[src/rtl/mem_access_unit.sv]
// Load/store unit: one word-wide req/ack transaction per request, store formatting, load extension.
// Optional `MEM_ACCESS_MISALIGN_TRAP_EN rejects misaligned halfword/word accesses as illegal.
module mem_access_unit #(
  parameter int unsigned MAX_WAIT = 255
) (
  input  logic        clk,
  input  logic        rst,
  // Pipeline request
  input  logic        req_valid,
  output logic        req_ready,
  input  logic        req_we,
  input  logic [2:0]  req_funct3,
  input  logic [31:0] req_addr,
  input  logic [31:0] req_wdata,
  // Pipeline response
  output logic        resp_valid,
  output logic        err,
  output logic [31:0] dm_rd,
  output logic        busy,
  // Data-memory port
  output logic        mem_req,
  output logic        mem_we,
  output logic [31:0] mem_addr,
  output logic [31:0] mem_wdata,
  output logic [3:0]  mem_be,
  input  logic        mem_ack,
  input  logic [31:0] mem_rdata
);

  localparam logic [2:0] F3Byte  = 3'b000;
  localparam logic [2:0] F3Half  = 3'b001;
  localparam logic [2:0] F3Word  = 3'b010;
  localparam logic [2:0] F3ByteU = 3'b100;
  localparam logic [2:0] F3HalfU = 3'b101;

  // Counter only needs to reach MAX_WAIT-1; the timeout fires on the following edge.
  localparam int unsigned CntW = (MAX_WAIT < 2) ? 1 : $clog2(MAX_WAIT);
  localparam logic [CntW-1:0] CntLast = CntW'(MAX_WAIT - 1);

  typedef enum logic [1:0] {
    StIdle,
    StAccess,
    StResp
  } state_e;

  state_e          state_q;
  logic            we_q;
  logic [2:0]      f3_q;
  logic [1:0]      off_q;
  logic [CntW-1:0] wait_q;

  logic        f3_ok;
  logic        misaligned;
  logic        req_legal;
  logic [3:0]  fmt_be;
  logic [31:0] fmt_wdata;
  logic [31:0] byte_sh;
  logic [31:0] half_sh;
  logic [31:0] load_ext;

  assign req_ready = (state_q == StIdle) && !rst;
  assign busy      = (state_q != StIdle);

  always_comb begin
    f3_ok = 1'b0;
    case (req_funct3)
      F3Byte, F3Half, F3Word: f3_ok = 1'b1;
      F3ByteU, F3HalfU:       f3_ok = !req_we;
      default:                f3_ok = 1'b0;
    endcase
  end

`ifdef MEM_ACCESS_MISALIGN_TRAP_EN
  assign misaligned = ((req_funct3[1:0] == 2'b01) && req_addr[0]) ||
                      ((req_funct3[1:0] == 2'b10) && (req_addr[1:0] != 2'b00));
`else
  assign misaligned = 1'b0;
`endif

  assign req_legal = f3_ok && !misaligned;

  // Byte enables and lane-replicated store data for the incoming request.
  always_comb begin
    fmt_be    = 4'b1111;
    fmt_wdata = req_wdata;
    if (req_we) begin
      case (req_funct3[1:0])
        2'b00: begin
          fmt_be    = 4'b0001 << req_addr[1:0];
          fmt_wdata = {4{req_wdata[7:0]}};
        end
        2'b01: begin
          fmt_be    = 4'b0011 << {req_addr[1], 1'b0};
          fmt_wdata = {2{req_wdata[15:0]}};
        end
        default: begin
          fmt_be    = 4'b1111;
          fmt_wdata = req_wdata;
        end
      endcase
    end
  end

  assign byte_sh = mem_rdata >> {off_q, 3'b000};
  assign half_sh = mem_rdata >> {off_q[1], 4'b0000};

  always_comb begin
    load_ext = mem_rdata;
    case (f3_q)
      F3Byte:  load_ext = {{24{byte_sh[7]}}, byte_sh[7:0]};
      F3Half:  load_ext = {{16{half_sh[15]}}, half_sh[15:0]};
      F3ByteU: load_ext = {24'h0, byte_sh[7:0]};
      F3HalfU: load_ext = {16'h0, half_sh[15:0]};
      default: load_ext = mem_rdata;
    endcase
  end

  always_ff @(posedge clk) begin
    if (rst) begin
      state_q    <= StIdle;
      we_q       <= 1'b0;
      f3_q       <= 3'b000;
      off_q      <= 2'b00;
      wait_q     <= '0;
      resp_valid <= 1'b0;
      err        <= 1'b0;
      dm_rd      <= 32'h0;
      mem_req    <= 1'b0;
      mem_we     <= 1'b0;
      mem_addr   <= 32'h0;
      mem_wdata  <= 32'h0;
      mem_be     <= 4'b0000;
    end else begin
      unique case (state_q)
        StIdle: begin
          if (req_valid) begin
            we_q  <= req_we;
            f3_q  <= req_funct3;
            off_q <= req_addr[1:0];
            if (req_legal) begin
              state_q   <= StAccess;
              wait_q    <= '0;
              mem_req   <= 1'b1;
              mem_we    <= req_we;
              mem_addr  <= {req_addr[31:2], 2'b00};
              mem_wdata <= fmt_wdata;
              mem_be    <= fmt_be;
            end else begin
              // Illegal access: skip the memory and report straight away.
              state_q    <= StResp;
              resp_valid <= 1'b1;
              err        <= 1'b1;
              dm_rd      <= 32'h0;
            end
          end
        end
        StAccess: begin
          if (mem_ack) begin
            state_q    <= StResp;
            mem_req    <= 1'b0;
            resp_valid <= 1'b1;
            err        <= 1'b0;
            if (!we_q) dm_rd <= load_ext;
          end else if (wait_q == CntLast) begin
            state_q    <= StResp;
            mem_req    <= 1'b0;
            resp_valid <= 1'b1;
            err        <= 1'b1;
            if (!we_q) dm_rd <= 32'h0;
          end else begin
            wait_q <= wait_q + CntW'(1);
          end
        end
        StResp: begin
          state_q    <= StIdle;
          resp_valid <= 1'b0;
          err        <= 1'b0;
        end
        default: state_q <= StIdle;
      endcase
    end
  end

endmodule

[config.mk]
export PLATFORM = sky130hd
export DESIGN_NAME = mem_access_unit
export DESIGN_NICKNAME = d
export VERILOG_FILES = /design/src/rtl/mem_access_unit.sv
export SDC_FILE = /design/constraint.sdc
export NUM_CORES = 1
export LEC_CHECK = 0
export CORE_MARGIN = 1
export CORE_UTILIZATION = 41
export CTS_BUF_LIST = sky130_fd_sc_hd__clkbuf_4 sky130_fd_sc_hd__clkbuf_8
export DETAILED_ROUTE_END_ITERATION = 10
export PLACE_DENSITY = 0.79
export SLEW_MARGIN = 10
export SYNTH_ARGS = -nofsm -noshare
export SYNTH_HDL_FRONTEND = slang
export SYNTH_SLANG_ARGS = --single-unit
[constraint.sdc]
create_clock -name clk -period 1.7 [get_ports clk]
set_input_delay 0.425 -clock clk [delete_from_list [all_inputs] [get_ports clk]]
set_output_delay 0.425 -clock clk [all_outputs]
set_load 0.02 [all_outputs]
run_1/clock_map.png
The bar under the picture is 20 µm long.
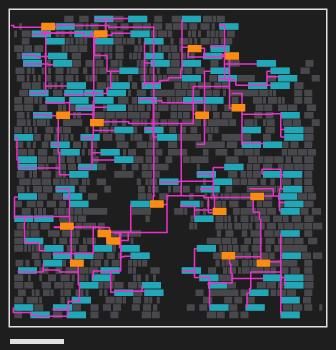
Orange is cells driving clock nets, count 17. Cyan is flip-flops, count 118. Magenta is clock wires, length 1,610 µm.
Position of the flops: all over the die. There are 18 routed clock nets.
Skew-Pair Late Insertion Delay: 0.44 ns
worst setup skew after layout: 0.00688 ns

run_1/drive_strength.png
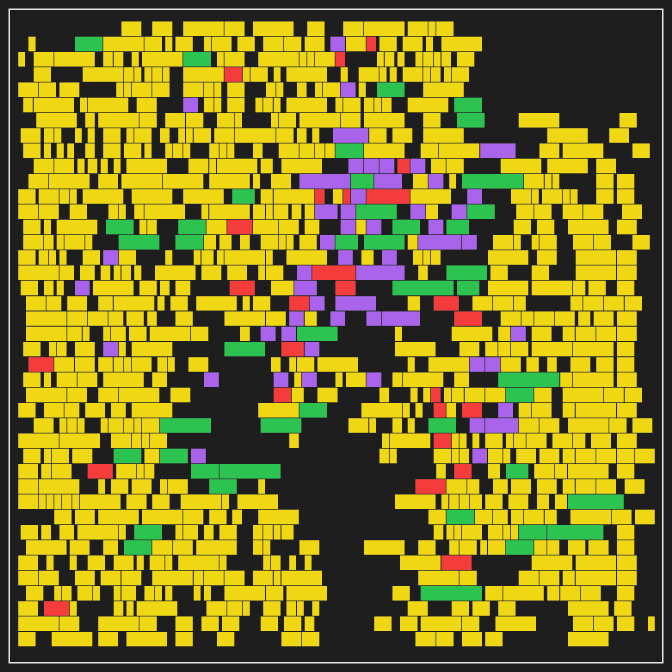
Red is drive 2, cells 26, share 3.0%, most used a211oi_2. Green is drive 6 and up, cells 44, share 5.1%, most used clkbuf_8. Yellow is drive 1 or less, cells 733, share 86%, most used nand2_1. Purple is drive 3 to 4, cells 53, share 6.2%, most used buf_4.
final worst slack: -0.0539 ns
area added between synthesis and finish: 57.5%
number of buffers other than clock buffers in the final layout: 262

==> impl_metrics.json, run 1 <==
{
  "outcome": "complete, but fails checks",
  "violations": "setup timing",
  "element_type_at_the_critical_path_end": "flip-flop",
  "seq_area_frac_synth_pct": 44.2,
  "final_critical_path_setup_slack_ns": -0.0539,
  "numCtsBuffers": 17,
  "clockPowerShare_pct": 40.8,
  "max_freq_ghz": 0.570,
  "worst_r2r_startpoint": "wait_q[0]",
  "warning_count": 29,
  "fin_crit_share_pct": 103,
  "row_count": 41,
  "global_route.overflow_total": 0,
  "area_dominant_class": "multi-input combinational cells",
  "timing.critical_path.required_ns": 2.08,
  "crit_arrival_ns": 2.14,
  "detail_route.iter0.violations": 352,
  "tritoncts": "yes",
  "layout.cells.most_common": "sky130_fd_sc_hd__nand2_1",
  "synth_area_leader_cell": "sky130_fd_sc_hd__dfxtp_1",
  "grt_pass1_vias": 5284,
  "synthSimpleGateAreaFrac_pct": 18.5,
  "post_cts_resize_count": 125,
  "non_clock_buffering_overhead_in_the_final_layout_pct": 29.8,
  "timing.hold.ws_ns": 0.453,
  "fraction_of_registers_with_async_set_or_reset_after_synthesis_pct": 0,
  "groute.usage.overall_pct": 25.2,
  "pin_count_of_the_biggest_net_entering_global_routing": 70,
  "power_leader": "clock",
  "clockBufferDepth": 2,
  "number_of_instances_on_the_worst_hold_path": 2,
  "grt_first_pass_wirelength_mm": 26.0,
  "ys_warn_count": 0,
  "fp_util_pct": 42.2,
  "globalRouteMet3Util_pct": 10.0,
  "post_synth_inst_count": 610,
  "detailroute.via_count": 5457,
  "switchingPower_mw": 2.05,
  "critical_path_fanout_max": 6,
  "postSynth.topFlopCell": "sky130_fd_sc_hd__dfxtp_1",
  "critical_path.cell_chain": "inv_2 > ha_4 > and3_4 > a211o_4 > a31oi_4 > buf_6 > buf_16 > a32o_1",
  "postCtsHoldBufs": 0,
  "critPathMaxStageDelay_ns": 0.35,
  "timing.final.setup_violations": 12,
  "xor_area_share_pct": 0,
  "nNetsFinal": 949,
  "r2r_end": "dm_rd[19]",
  "layout.clock.cell_area_share_pct": 5.87,
  "synth_adder_area_share_pct": 0.468,
  "topCellsByArea": "sky130_fd_sc_hd__dfxtp_1, sky130_fd_sc_hd__mux2i_1, sky130_fd_sc_hd__nand2_1",
  "nFlopsAndLatches": 118,
  "peak_supply_drop_v": 0.000597,
  "core_region_area_mm2": 0.0127,
  "nWellTaps": 172,
  "worst_setup_path_start_kind": "flip-flop",
  "non_clock_inverter_count": 9,
  "met1Wirelength_mm": 6.70,
  "first_pass_iters": 5,
  "cells_after_dpl": 987,
  "cts_root_buffer": "sky130_fd_sc_hd__clkbuf_8",
  "die.size.x_um": 116,
  "r2r_setup_slack_ns": -0.05,
  "comb_power_share_pct": 20.6,
  "timing.final.crit_period_ns": 1.75,
  "antenna_cells_inserted": 0,
  "met3_wl_post_dr_mm": 1.57
}
run_1/registers.png
The bar under the picture is 20 µm long. Other sequential cells in the stronger gray, the rest of the logic in the fainter gray.
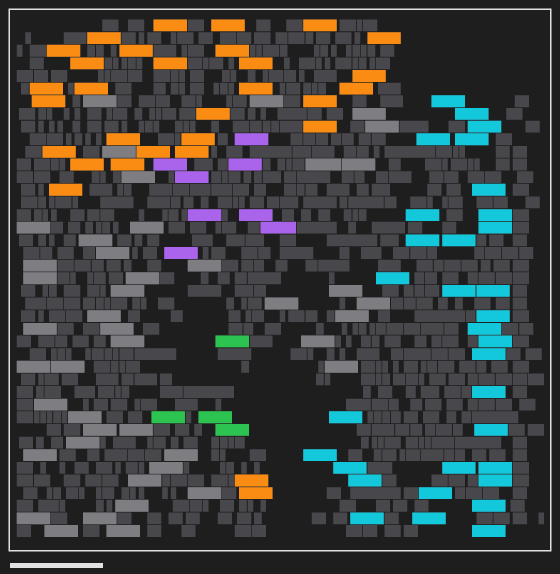
Orange is mem_addr, flops 30. Green is mem_be, flops 4, where bottom center. Cyan is dm_rd, flops 32, where a column on the right. Purple is wait_q, flops 8.
register area: 0.00236 mm²
Seq group: 2.98 mW
sequential fraction of total cell area: 28.1%
post-layout util: 66.5%

==> run 1: Yosys cell counts (all sizes together) (2+ instances only) <==
cell type and count:
o22a 4, clkbuf 24, a211oi 12, a32o 17, nor2b 11, inv 9
nand2b 30, o21ai 12, a21o 2, o211ai 18, o221ai 11, nor2 32
nand2 122, nand3 5, a31oi 3, o2111ai 2, nor3 4, a22o 5
ha 2, a21oi 68, dfxtp 118, and3 3, buf 25, mux2i 48
o2bb2ai 4, a22oi 4
==> run 1: through the flow <==
stage	power, mW	area (µm²)	setup slack (ns)	setup TNS, ns
finish	7.73	8420	-0.0539	-0.430
CTS	7.72	8320	-0.0258	-0.342
floorplan	3.84	5350	0.000540	0
detailed placement	4.60	7820	-0.431	-38.12
global placement	4.57	7820	-0.362	-32.92
global route	8.02	8420	-0.0917	-1.32
==> run 1 -> run 2 <==
CTS_CLUSTER_SIZE = 8   (was default)
run_2/final_placement.png
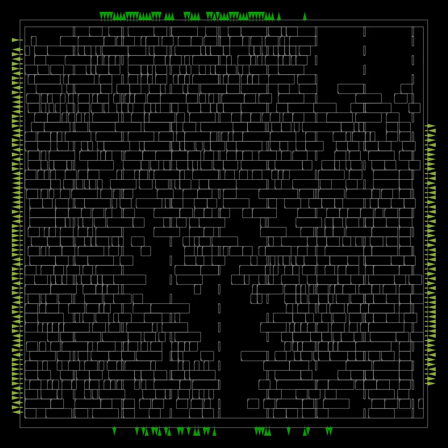
FP Rows: 41
fill cell instance count of the final layout: 1,076
core footprint: 0.0127 mm²
number of sequential storage elements: 118
# Taps: 172

run_2/clock_map.png
The bar under the picture is 20 µm long.
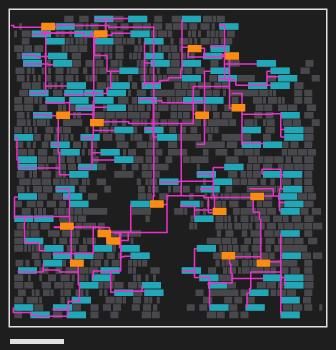
Clock power frac: 40.8%
Clock Power: 3.15 mW

run_2/wire_density.png
The die is cut into 23 by 23 equal tiles; dark blue is low, red is high, scaled to the fullest tile. Values are wire area over tile area, all layers added.
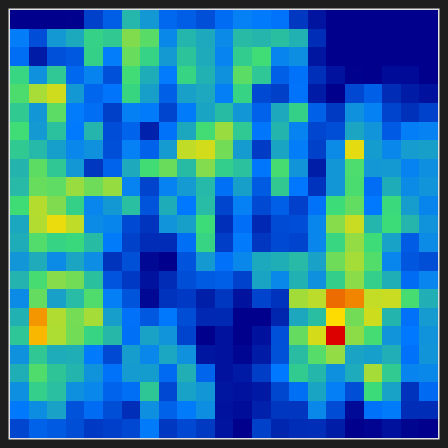
The emptiest ninth of the die: upper right. The mean over all tiles is 0.21. The fullest tile reaches 0.72.
total number of vias: 5,457
total routing usage reported by global routing: 25.2%
routed length per placed instance: 16.7 µm

==> run 2 against run 1 <==
Net effect: the run still ends with setup timing left; highest routed layer unchanged; global-route usage stayed put; total power unchanged; maximum frequency unchanged; count of clock-buffer cells in the layout unchanged; hold slack stayed put; clock skew stayed put; critical path depth stayed put; area after synthesis unchanged; sequential power about the same.
==> impl_metrics.json, run 2 <==
{
  "detail_route.iter0.violations": 352,
  "power_leader": "clock",
  "antenna_cells_inserted": 0,
  "r2r_setup_slack_ns": -0.05,
  "total_power_mw": 7.73,
  "tns_ns": -0.430,
  "critical_path.cell_chain": "inv_2 > ha_4 > and3_4 > a211o_4 > a31oi_4 > buf_6 > buf_16 > a32o_1",
  "grt_pass1_vias": 5284,
  "cells_after_dpl": 987,
  "outcome": "complete, but fails checks",
  "postSynth.topFlopCell": "sky130_fd_sc_hd__dfxtp_1",
  "die.size.x_um": 116,
  "timing.final.crit_period_ns": 1.75,
  "violations": "setup timing",
  "topCellsByArea": "sky130_fd_sc_hd__dfxtp_1, sky130_fd_sc_hd__mux2i_1, sky130_fd_sc_hd__nand2_1",
  "timing.final.setup_violations": 12,
  "finClkSkew_ns": 0.00688,
  "worst_setup_path_start_kind": "flip-flop",
  "fp_util_pct": 42.2,
  "power_sequential_mw": 2.98,
  "critPathMaxStageDelay_ns": 0.35,
  "switchingPower_mw": 2.05,
  "peak_supply_drop_v": 0.000597,
  "synth_area_leader_cell": "sky130_fd_sc_hd__dfxtp_1",
  "timing.critical_path.required_ns": 2.08,
  "area_growth_syn_to_layout_pct": 57.5,
  "synthSimpleGateAreaFrac_pct": 18.5,
  "r2r_end": "dm_rd[19]",
  "utilization_pct": 66.5,
  "final_cell_area_mm2": 0.00842,
  "fin_crit_share_pct": 103,
  "final_critical_path_setup_slack_ns": -0.0539,
  "ys_warn_count": 0,
  "nNetsFinal": 949,
  "grt_first_pass_wirelength_mm": 26.0,
  "crit_arrival_ns": 2.14,
  "post_synth_inst_count": 610,
  "warning_count": 29,
  "number_of_instances_on_the_worst_hold_path": 2,
  "fraction_of_registers_with_async_set_or_reset_after_synthesis_pct": 0,
  "seq_area_frac_synth_pct": 44.2,
  "tritoncts": "yes",
  "worst_r2r_startpoint": "wait_q[0]",
  "max_freq_ghz": 0.570,
  "common_cells": "sky130_fd_sc_hd__nand2_1, sky130_fd_sc_hd__dfxtp_1, sky130_fd_sc_hd__a21oi_1, sky130_fd_sc_hd__mux2i_1, sky130_fd_sc_hd__nor2_1",
  "timing.hold.ws_ns": 0.453,
  "critical_path_fanout_max": 6,
  "comb_power_share_pct": 20.6,
  "element_type_at_the_critical_path_end": "flip-flop",
  "synth_adder_area_share_pct": 0.468,
  "xor_area_share_pct": 0,
  "layout.cells.most_common": "sky130_fd_sc_hd__nand2_1",
  "yosysMostFrequentCell": "sky130_fd_sc_hd__nand2_1",
  "global_route.overflow_total": 0
}
==> run 2: cell counts after synthesis <==
Identical to the previous run, type by type.
==> run 2: per-layer routing <==
metal	track usage, %	wire length (µm)
met1	27.3	6700
met2	43.7	8480
met3	10.0	1570
met4	11.0	455
met5	0	0
==> run 2: final cells by class <==
class	instances	area share [%]
Sequential cell	118	28.1
Multi-Input combinational cell	435	33.3
Tap cell	172	2.56
Clock inverter	7	1.93
Clock buffer	25	3.94
Timing Repair Buffer	262	29.8
Inverter	9	0.401
==> run 2: worst max-delay path: cells and delay by family, from the launching register on <==
kind,cells,cell delay (ns)
adder cells (fa/ha/maj),1,0.14
buffers and inverters,3,0.34
flip-flops,1,0.34
AND-OR/OR-AND,3,0.70
AND/OR/NAND/NOR,1,0.18
Power is estimated from default activity; no workload was simulated.
